--- src/rtl/fp_operand_unpack.sv ---
// Two-stage elastic operand decoder: S1 captures the raw operand pair, S2 holds the
// decoded sign/exponent/mantissa/class fields that feed the multiply/divide datapath.
module fp_operand_unpack #(
   parameter int EXP_W = 8,
   parameter int MAN_W = 23
) (
   input  logic               clk,
   input  logic               arst_n,
   input  logic               en,
   input  logic               in_valid,
   output logic               in_ready,
   input  logic [EXP_W+MAN_W:0] a,
   input  logic [EXP_W+MAN_W:0] b,
   input  logic               op,
   output logic               out_valid,
   input  logic               out_ready,
   output logic               s_a,
   output logic               s_b,
   output logic [EXP_W-1:0]   e_a,
   output logic [EXP_W-1:0]   e_b,
   output logic [MAN_W:0]     m_a,
   output logic [MAN_W:0]     m_b,
   output logic               zero_a,
   output logic               sub_a,
   output logic               inf_a,
   output logic               nan_a,
   output logic               zero_b,
   output logic               sub_b,
   output logic               inf_b,
   output logic               nan_b,
   output logic               op_q
);

   localparam int W = 1 + EXP_W + MAN_W;

   logic [1:0][W-1:0]     opnd_q;
   logic                  op1_q;
   logic                  v1_q;
   logic                  v2_q;

   logic [1:0]            sign_q;
   logic [1:0][EXP_W-1:0] exp_q;
   logic [1:0][EXP_W-1:0] exp_d;
   logic [1:0][MAN_W:0]   man_q;
   logic [1:0][MAN_W:0]   man_d;
   logic [1:0][3:0]       cls_q;
   logic [1:0][3:0]       cls_d;
   logic                  op2_q;

   logic                  s1_load;
   logic                  s2_load;

   assign s2_load  = en & v1_q & (~v2_q | out_ready);
   assign in_ready = en & (~v1_q | s2_load);
   assign s1_load  = en & in_valid & in_ready;

   // Index 0 decodes operand a, index 1 decodes operand b; class bits are {zero, sub, inf, nan}.
   for (genvar gi = 0; gi < 2; gi++) begin : g_dec
      logic [EXP_W-1:0] fexp;
      logic [MAN_W-1:0] frac;
      logic             exp_zero;
      logic             exp_ones;
      logic             frac_nz;

      assign fexp     = opnd_q[gi][W-2 -: EXP_W];
      assign frac     = opnd_q[gi][MAN_W-1:0];
      assign exp_zero = (fexp == '0);
      assign exp_ones = &fexp;
      assign frac_nz  = |frac;

      // Subnormals share the exponent of the smallest normal, so report 1 rather than 0.
      assign exp_d[gi] = (exp_zero & frac_nz) ? EXP_W'(1) : fexp;
      assign man_d[gi] = {~exp_zero, frac};
      assign cls_d[gi] = {exp_zero & ~frac_nz, exp_zero & frac_nz,
                          exp_ones & ~frac_nz, exp_ones & frac_nz};
   end

   always_ff @(posedge clk or negedge arst_n) begin
      if (!arst_n) begin
         opnd_q <= '0;
         op1_q  <= 1'b0;
         v1_q   <= 1'b0;
      end else begin
         if (s1_load) begin
            opnd_q <= {b, a};
            op1_q  <= op;
            v1_q   <= 1'b1;
         end else if (s2_load) begin
            v1_q   <= 1'b0;
         end
      end
   end

   always_ff @(posedge clk or negedge arst_n) begin
      if (!arst_n) begin
         sign_q <= '0;
         exp_q  <= '0;
         man_q  <= '0;
         cls_q  <= '0;
         op2_q  <= 1'b0;
         v2_q   <= 1'b0;
      end else begin
         if (s2_load) begin
            sign_q <= {opnd_q[1][W-1], opnd_q[0][W-1]};
            exp_q  <= exp_d;
            man_q  <= man_d;
            cls_q  <= cls_d;
            op2_q  <= op1_q;
            v2_q   <= 1'b1;
         end else if (en && out_ready) begin
            v2_q   <= 1'b0;
         end
      end
   end

   assign out_valid = v2_q;
   assign op_q      = op2_q;
   assign s_a       = sign_q[0];
   assign s_b       = sign_q[1];
   assign e_a       = exp_q[0];
   assign e_b       = exp_q[1];
   assign m_a       = man_q[0];
   assign m_b       = man_q[1];
   assign zero_a    = cls_q[0][3];
   assign sub_a     = cls_q[0][2];
   assign inf_a     = cls_q[0][1];
   assign nan_a     = cls_q[0][0];
   assign zero_b    = cls_q[1][3];
   assign sub_b     = cls_q[1][2];
   assign inf_b     = cls_q[1][1];
   assign nan_b     = cls_q[1][0];

endmodule

--- config.mk ---
export PLATFORM = sky130hd
export DESIGN_NAME = fp_operand_unpack
export DESIGN_NICKNAME = d
export VERILOG_FILES = /design/src/rtl/fp_operand_unpack.sv
export SDC_FILE = /design/constraint.sdc
export NUM_CORES = 1
export LEC_CHECK = 0
export CELL_PAD_IN_SITES_DETAIL_PLACEMENT = 0
export CELL_PAD_IN_SITES_GLOBAL_PLACEMENT = 2
export CORE_AREA = 2 2 141 129
export CTS_CLUSTER_DIAMETER = 60
export DETAILED_ROUTE_END_ITERATION = 6
export DIE_AREA = 0 0 143 131
export HOLD_SLACK_MARGIN = 0.12
export PLACE_DENSITY_LB_ADDON = 0.1
export SLEW_MARGIN = 20
export SYNTH_ARGS = -nofsm -noshare
export SYNTH_HDL_FRONTEND = slang
export SYNTH_SLANG_ARGS = --single-unit
--- constraint.sdc ---
create_clock -name clk -period 3.25 [get_ports clk]
set_input_delay 0.4875 -clock clk [delete_from_list [all_inputs] [get_ports clk]]
set_output_delay 0.4875 -clock clk [all_outputs]
set_load 0.05 [all_outputs]
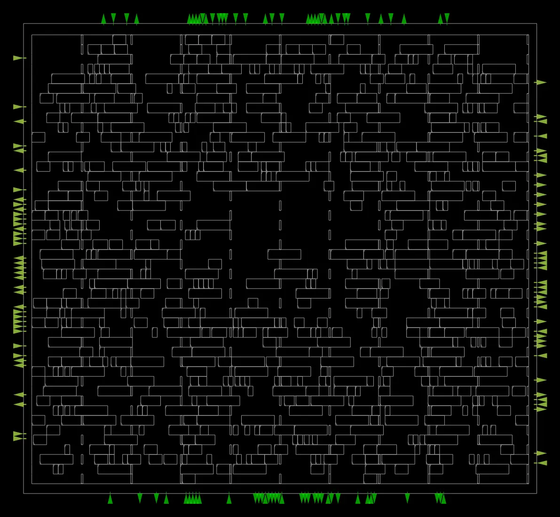
**Above:** run 1 (cell outlines without signal wires).
share of the core filled with cells in the final layout: 0.460
Core ar.: 17300 sq um
final std cells w/o fill: 885
number of sequential cells in the layout: 142

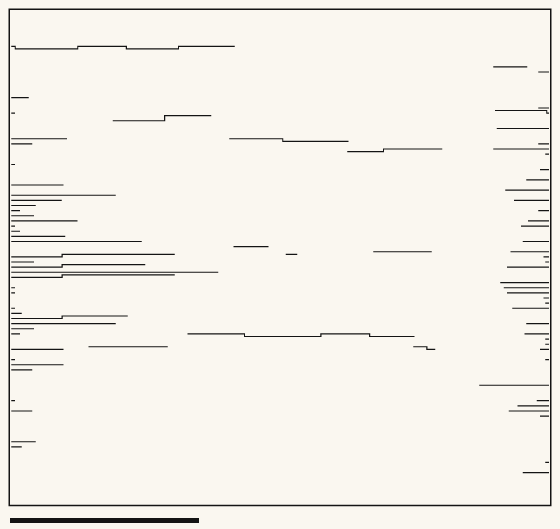
**Above:** run 1 (metal 3).
The bar under the picture is 50 um long.
main direction: horizontal
wire length on this layer: 970 um
nets with wire on the layer: 79

==> flow_metrics.py, run 1 <==
# Metrics from the implementation run
metrics = {
    "final_timing": {
        "finalHoldViolations": 0,
        "setup_tns_ps": 0,
        "fin_worst_skew_ps": 7.23,
        "slew_headroom": 0.398,
        "layout_min_cycle_time_ps": 2600,
        "final.hold.worst_slack_ps": 147,
        "timing_worst_slew_pin_value_ps": 903,
        "finalSetupViolations": 0,
        "final_max_slew_viol_count": 0,
        "clock.fmax_mhz": 385,
        "layout_worst_path_cycle_share": 0.799,
        "rsz0062_at_grt": "no",
    },
    "synthesis": {
        "synthXorXnorAreaFrac": 0,
        "synthTopCellsByCount": "198 x sky130_fd_sc_hd__nand2_1, 142 x sky130_fd_sc_hd__dfrtp_1, 50 x sky130_fd_sc_hd__mux2_4",
        "postSynthRegisterBits": 142,
        "netlist_top_cells_area": "sky130_fd_sc_hd__dfrtp_1 62%, sky130_fd_sc_hd__mux2_4 13%, sky130_fd_sc_hd__nand2_1 13%",
        "synth.largest_area_cell": "sky130_fd_sc_hd__dfrtp_1",
        "fp_nets": 551,
        "synth-compound-area-share": 0.0215,
        "yosys.area_share.simple": 0.166,
        "synthArstFlopShare": 1.00,
        "synth.cellmix.adderShare": 0,
        "yosys.area.top_type_share": 0.618,
        "seq_area_frac_synth": 0.618,
        "postSynthCellCount": 481,
        "synth_area_sq_um": 5750,
        "yosys-stat-cells": 481,
        "enable_flop_cells": 0,
        "main_synth_ff_type": "sky130_fd_sc_hd__dfrtp_1",
        "logic_family": "simple AND/OR/NAND/NOR gates",
        "mux_share": 0.160,
    },
    "status": {
        "run_status": "finished clean",
    },
    "layout": {
        "mostFrequentLayoutCell": "sky130_fd_sc_hd__nand2_1",
        "layout_top_cells": "198 x sky130_fd_sc_hd__nand2_1, 145 x sky130_fd_sc_hd__clkdlybuf4s50_1, 142 x sky130_fd_sc_hd__dfrtp_1, 50 x sky130_fd_sc_hd__mux2_4, 17 x sky130_fd_sc_hd__clkbuf_16",
        "fillCellCount": 1612,
        "final_net_count": 703,
        "layout-drive-gt1-share": 0.169,
        "antenna_cells": 0,
        "area_growth_pct": 38.6,
        "final_area_sq_um": 7970,
    },
    "die": {
        "chip_area_sq_um": 18700,
        "die_width_um": 143,
        "placementRows": 46,
    },
    "critical_path": {
        "critical_path_required_time_ps": 2760,
        "crit_path_frequent_cell": "sky130_fd_sc_hd__clkdlybuf4s50_1",
        "worst_setup_path_startpoint": "en",
        "setup.worst_path.class": "input pin to primary output",
        "r2r_setup_slack_ps": 1420,
        "endpoint_kind": "primary output",
        "crit_path_max_incr_delay_ps": 800,
        "critical_path.max_fanout": 7,
        "r2r_start": "v1_q$_DFFE_PN0P_",
        "crit_end": "in_ready",
        "cpLargestDelayFamily": "buffers and inverters",
        "r2r-end": "opnd_q[63]$_DFFE_PN0P_",
        "worst_path_max_delay_cell": "sky130_fd_sc_hd__clkdlybuf4s50_1",
    },
    "clocking": {
        "clock_tree.htree_level_count": 4,
        "cts.hold.buffers_added": 0,
        "worst_skew_pair.late_latency_ps": 410,
        "clock-sinks": 142,
        "cts_buffers": 17,
        "cts_setup_buffers": 0,
        "tritoncts": "yes",
        "cts_resized": 0,
        "clk_pin_slew_ps": 60,
    },
    "placed_design": {
        "dp.cells": 854,
        "routabilityCongestion": 0.718,
        "detailed_place.area_sq_um": 7450,
        "portBuffers": 146,
        "post_detail_place_hpwl_um": 9460,
    },
    "route": {
        "drtIter0Drc": 163,
        "dr_wl_met2_um": 6250,
        "wl_met1_um": 6730,
        "via_density": 4.46,
        "top_routing_layer_in_use": "met4",
        "drt_pass1_iterations": 4,
        "dr_total_vias": 3948,
        "postRouteAntennaNets": 0,
    },
    "global_routing": {
        "number_of_global_route_vias_before_repair": 4108,
        "global_route_wire_length_before_repair_um": 22200,
    },
    "job": {
        "cap_violations": 0,
        "openroad.warnings": 28,
    },
    "power_and_ir_drop": {
        "p_total_mw": 6.53,
        "power_density_nw_per_um2": 820,
        "ir_worst_vdd_mv": 0.411,
    },
    "hold_path": {
        "min_path_type": "input pin to asynchronous set/reset pin",
    },
}
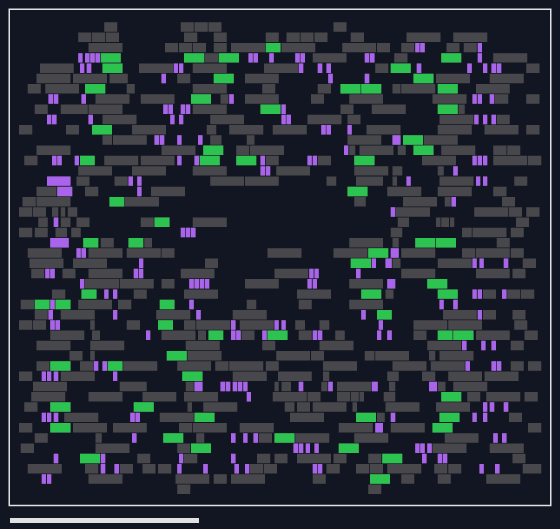
**Above:** run 1 (selected gate families).
The bar under the picture is 50 um long.
[mux cells] green | cells: 65 | most used: mux2_4 | where: spread over the die
[nand cells] purple | cells: 209 | most used: nand2_1 | where: spread over the die

==> run 1: final cells by class <==
class	instances	area, sq um	share of cell area
sequential	142	3550	0.446
multi-input combinational	315	2010	0.253
timing repair buffer	156	1580	0.198
clock buffer	21	450	0.0565
tap	240	300	0.0377
clock inverter	10	68.8	0.00864
inverter	1	3.75	0.000471
==> run 1: routing by layer <==
layer | global-route usage | up-vias
met2 | 0.235 | 94
li1 | - | 1899
met4 | 0.0419 | 0
met5 | 0 | -
met3 | 0.0601 | 6
met1 | 0.216 | 1949
==> run 1: power by group <==
group          switching [mW]  internal [mW]  total [mW]  leakage, nW
Combinational            1.45          0.867        2.32         1.77
Sequential              0.295           2.20        2.50         1.72
Clock                   0.730          0.988        1.72        0.249
Total                    2.48           4.06        6.53         3.74
==> run 2: changes to the inputs <==
CORE_AREA = 2 2 147 135   (was 2 2 141 129)
DIE_AREA = 0 0 149 137   (was 0 0 143 131)
clock period = 2.4 ns   (was 3.25 ns; I/O delays follow)
==> run 2 against run 1 <==
  * Critical endpoint is now out_valid
  * Synthesized cell count is the same
  * Synthesized area is the same
  * Critical path depth shrank 2
  * Sequential power grew 36%
  * Largest power group unchanged
  * Cell area grew 1.1%
  * Routed wire length grew 6.9%
  * Clock-buffer cell count shrank 2
==> flow_metrics.py, run 2 <==
# Metrics from the implementation run
metrics = {
    "synthesis": {
        "logic_family": "simple AND/OR/NAND/NOR gates",
        "synthArstFlopShare": 1.00,
        "yosys.area_share.simple": 0.166,
        "synth-compound-area-share": 0.0215,
        "synthTopCellsByCount": "198 x sky130_fd_sc_hd__nand2_1, 142 x sky130_fd_sc_hd__dfrtp_1, 50 x sky130_fd_sc_hd__mux2_4",
        "yosys.area.top_type_share": 0.618,
        "fp_nets": 551,
        "synthXorXnorAreaFrac": 0,
        "enable_flop_cells": 0,
        "synth.cellmix.adderShare": 0,
        "netlist_top_cells_area": "sky130_fd_sc_hd__dfrtp_1 62%, sky130_fd_sc_hd__mux2_4 13%, sky130_fd_sc_hd__nand2_1 13%",
        "mux_share": 0.160,
        "yosys-stat-cells": 481,
        "synth.largest_area_cell": "sky130_fd_sc_hd__dfrtp_1",
        "main_synth_ff_type": "sky130_fd_sc_hd__dfrtp_1",
        "postSynthCellCount": 481,
        "postSynthRegisterBits": 142,
        "synth_area_sq_um": 5750,
        "seq_area_frac_synth": 0.618,
    },
    "global_routing": {
        "grt-busiest-layer": "met1",
        "number_of_global_route_vias_before_repair": 4041,
        "grtUsageMet2": 0.217,
        "global_route_wire_length_before_repair_um": 23400,
        "grt.met3_usage": 0.0487,
    },
    "critical_path": {
        "crit_chain": "clkdlybuf4s50_1",
        "r2r_start": "g_dec[1].frac[4]$_DFFE_PN0P_",
        "setup.worst_path.class": "flip-flop to primary output",
        "r2r_setup_slack_ps": 690,
        "cpLargestDelayFamily": "buffers and inverters",
        "r2r-end": "e_b[0]$_DFFE_PN0P_",
        "endpoint_kind": "primary output",
        "crit_end": "out_valid",
        "critical_path_required_time_ps": 2040,
        "worst_setup_path_startpoint": "out_valid$_DFFE_PN0P_",
        "worst_path_max_delay_cell": "sky130_fd_sc_hd__clkdlybuf4s50_1",
        "crit_path_max_incr_delay_ps": 880,
        "critical_path.max_fanout": 3,
    },
    "layout": {
        "layout.area.seq_sq_um": 3550,
        "signal_buffers": 157,
        "multi_input_comb_area_sq_um": 2010,
        "final_net_count": 704,
        "num-nonclk-inverters": 1,
        "antenna_cells": 0,
        "logic_gate_count": 315,
        "layout.nonclk_buf_frac": 0.201,
        "clock_tree_area_fraction": 0.0683,
        "area_growth_pct": 40.1,
        "layout_top_cells": "198 x sky130_fd_sc_hd__nand2_1, 144 x sky130_fd_sc_hd__clkdlybuf4s50_1, 142 x sky130_fd_sc_hd__dfrtp_1, 50 x sky130_fd_sc_hd__mux2_4, 17 x sky130_fd_sc_hd__clkbuf_16",
        "final_area_sq_um": 8060,
        "clockBufferCount": 19,
        "mostFrequentLayoutCell": "sky130_fd_sc_hd__nand2_1",
        "share_of_the_core_filled_with_cells_in_the_final_layout": 0.427,
        "seq_cell_count": 142,
        "combAreaFraction": 0.250,
        "fillCellCount": 1822,
    },
    "die": {
        "num_tap_cells": 250,
        "chip_area_sq_um": 20400,
        "io_pins": 147,
        "die_width_um": 149,
    },
    "final_timing": {
        "finalHoldViolations": 0,
        "finalSetupViolations": 0,
        "rsz0062_at_grt": "no",
        "setup_tns_ps": 0,
        "final.hold.worst_slack_ps": 469,
        "fin_worst_skew_ps": 9.12,
        "timing_worst_slew_pin_value_ps": 604,
        "final_max_slew_viol_count": 0,
        "layout_worst_path_cycle_share": 0.871,
        "layout_min_cycle_time_ps": 2090,
        "clock.fmax_mhz": 478,
        "slew_headroom": 0.598,
    },
    "placed_design": {
        "post_detail_place_hpwl_um": 10200,
        "portBuffers": 146,
        "dp.cells": 864,
        "routabilityCongestion": 0.730,
    },
    "route": {
        "via_density": 4.41,
        "dr_total_vias": 3955,
    },
    "clocking": {
        "cts.hold.buffers_added": 1,
        "clock-sinks": 142,
        "worst_skew_pair.late_latency_ps": 420,
        "cts_resized": 0,
        "cts_buffers": 17,
        "clock_tree.htree_level_count": 4,
        "cts_setup_buffers": 0,
        "tritoncts": "yes",
    },
    "job": {
        "cap_violations": 0,
    },
    "power_and_ir_drop": {
        "p_total_mw": 9.02,
        "ir_worst_vdd_mv": 0.551,
    },
    "hold_path": {
        "min_path_type": "flip-flop to flip-flop",
    },
    "status": {
        "run_status": "finished clean",
    },
}
==> run 2: kinds of logic after synthesis <==
family                 after synthesis
and+or+nand+nor                    234
AOI/OAI and AO/OA                   16
muxes                               65
buffers and inverters               24
DFF                                142
==> run 2: routing by layer <==
layer / routed length (um) / part of all wire
met1: 7470 / 0.50
met2: 6460 / 0.43
met3: 892 / 0.059
met4: 197 / 0.013
met5: 0 / 0
==> run 2: worst reg2reg max path, delay by kind of cell (launching register included) <==
kind | cells | cell delay [ps]
simple gates | 3 | 1050
compound gates | 1 | 140
flops | 1 | 400
==> run 2: where the power goes <==
part / internal, mW / switching, mW / total [mW]
Sequential: 2.98 / 0.421 / 3.40
Clock: 1.42 / 1.05 / 2.47
Combinational: 1.18 / 1.96 / 3.15
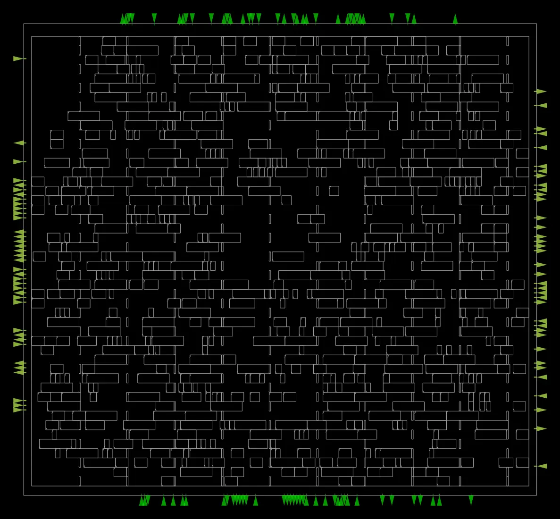
**Above:** run 2 (cell outlines without signal wires).
final std cells w/o fill: 897
Core ar.: 18900 sq um
row count: 48
sequential share of cell area: 0.441

==> run 3: changes to the inputs <==
CTS_CLUSTER_SIZE = 20   (was default)
HOLD_SLACK_MARGIN = default   (was 0.12)
SLEW_MARGIN = default   (was 20)
==> run 3 against run 2 <==
  * First-iteration DRC count unchanged
  * Utilization is the same
  * Fmax did not move
  * Critical endpoint unchanged
  * Non-clock buffer count unchanged
  * Global-route usage did not move
  * Largest power group unchanged
  * Clock skew unchanged
  * Sequential share of layout area stayed put
  * Combinational power about the same
  * Cell area did not move
  * Critical path type unchanged
  * Synthesized cell count unchanged
==> flow_metrics.py, run 3 <==
# Metrics from the implementation run
metrics = {
    "route": {
        "via_density": 4.41,
        "dr_total_vias": 3955,
    },
    "final_timing": {
        "final_max_slew_viol_count": 0,
        "timing_worst_slew_pin_value_ps": 604,
        "finalSetupViolations": 0,
        "slew_headroom": 0.598,
        "fin_worst_skew_ps": 9.12,
        "finalHoldViolations": 0,
        "final.hold.worst_slack_ps": 469,
        "layout_worst_path_cycle_share": 0.871,
        "clock.fmax_mhz": 478,
        "rsz0062_at_grt": "no",
        "setup_tns_ps": 0,
        "layout_min_cycle_time_ps": 2090,
    },
    "die": {
        "floorplan.core_area_sq_um": 18900,
        "chip_area_sq_um": 20400,
        "die_width_um": 149,
        "placementRows": 48,
    },
    "clocking": {
        "clock-sinks": 142,
        "cts.hold.buffers_added": 1,
        "cts_resized": 0,
        "cts_setup_buffers": 0,
        "tritoncts": "yes",
    },
    "placed_design": {
        "post_detail_place_hpwl_um": 10200,
        "portBuffers": 146,
    },
    "critical_path": {
        "critical_path_required_time_ps": 2040,
        "worst_setup_path_startpoint": "out_valid$_DFFE_PN0P_",
        "r2r_setup_slack_ps": 690,
        "crit_end": "out_valid",
        "critical_path.max_fanout": 3,
        "crit_path_max_incr_delay_ps": 880,
        "r2r_start": "g_dec[1].frac[4]$_DFFE_PN0P_",
        "endpoint_kind": "primary output",
        "r2r-end": "e_b[0]$_DFFE_PN0P_",
        "cpLargestDelayFamily": "buffers and inverters",
    },
    "layout": {
        "final_cells": 897,
        "mostFrequentLayoutCell": "sky130_fd_sc_hd__nand2_1",
        "antenna_cells": 0,
        "layout_top_cells": "198 x sky130_fd_sc_hd__nand2_1, 144 x sky130_fd_sc_hd__clkdlybuf4s50_1, 142 x sky130_fd_sc_hd__dfrtp_1, 50 x sky130_fd_sc_hd__mux2_4, 17 x sky130_fd_sc_hd__clkbuf_16",
        "area_growth_pct": 40.1,
        "multi_input_comb_area_sq_um": 2010,
        "fillCellCount": 1822,
        "final_net_count": 704,
        "final_area_sq_um": 8060,
    },
    "synthesis": {
        "yosys.area.top_type_share": 0.618,
        "synth.cellmix.adderShare": 0,
        "logic_family": "simple AND/OR/NAND/NOR gates",
        "postSynthCellCount": 481,
        "synthXorXnorAreaFrac": 0,
        "yosys-stat-cells": 481,
        "synth.largest_area_cell": "sky130_fd_sc_hd__dfrtp_1",
        "netlist_top_cells_area": "sky130_fd_sc_hd__dfrtp_1 62%, sky130_fd_sc_hd__mux2_4 13%, sky130_fd_sc_hd__nand2_1 13%",
        "mux_share": 0.160,
        "enable_flop_cells": 0,
        "synthTopCellsByCount": "198 x sky130_fd_sc_hd__nand2_1, 142 x sky130_fd_sc_hd__dfrtp_1, 50 x sky130_fd_sc_hd__mux2_4",
        "main_synth_ff_type": "sky130_fd_sc_hd__dfrtp_1",
        "yosys.area_share.simple": 0.166,
        "fp_nets": 551,
    },
    "hold_path": {
        "min_path_type": "flip-flop to flip-flop",
    },
    "status": {
        "run_status": "finished clean",
    },
    "power_and_ir_drop": {
        "p_total_mw": 9.02,
    },
    "job": {
        "cap_violations": 0,
    },
}
## run 3: routing by layer
metal | vias to the layer above | track usage | wire, um
met5 | - | 0 | 0
met4 | 0 | 0.0587 | 197
met3 | 17 | 0.0487 | 892
met2 | 101 | 0.217 | 6460
met1 | 1942 | 0.220 | 7470
li1 | 1895 | - | -
## run 3: final cells by class
class	instances	share of cell area
flip-flops and latches	142	0.441
multi-input cells	315	0.250
repair buffers	157	0.201
clock buffers	19	0.0537
well taps	250	0.0388
clock inverters	13	0.0146
inverters	1	0.000466
## run 3: logic make-up after synthesis
family          count (synthesis)
buf+inv                        24
compound gates                 16
mux                            65
flops                         142
simple gates                  234
## run 3: power breakdown
part	switching [mW]	total (mW)	internal [mW]
Clock	1.05	2.47	1.42
Sequential	0.421	3.40	2.98
Combinational	1.96	3.15	1.18
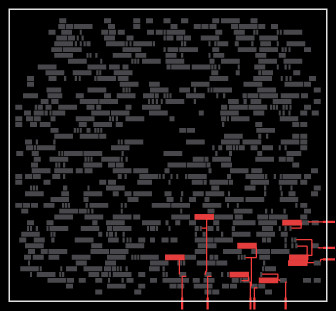
**Above:** run 3 (port wiring).
[e_a] red | bits: 8 | direction: output | end cells: 8 | buffers: 8 | wire: 186 um


==> layout pictures side by side <==
Cell density map.
panel A
The die is cut into 14 by 13 equal tiles; black is low, pale yellow is high, 0 to 100% covered.
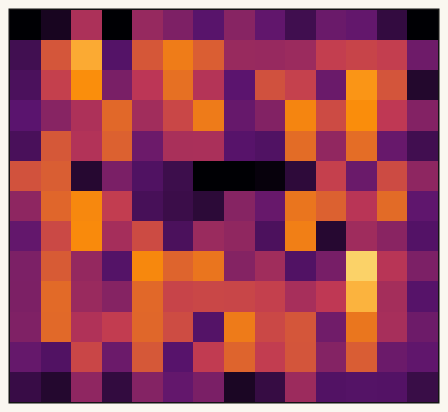
panel B
The die is cut into 15 by 14 equal tiles; black is low, pale yellow is high, 0 to 100% covered.
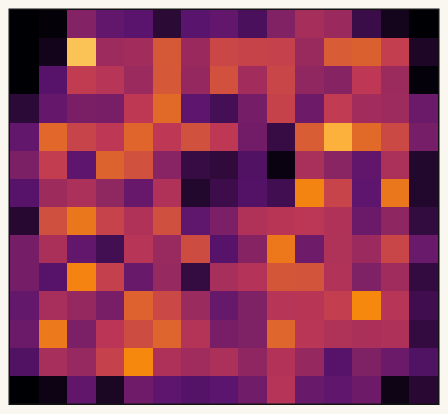
run 1 -> panel A
run 2 -> panel B

Power and IR drop assume default switching activity.
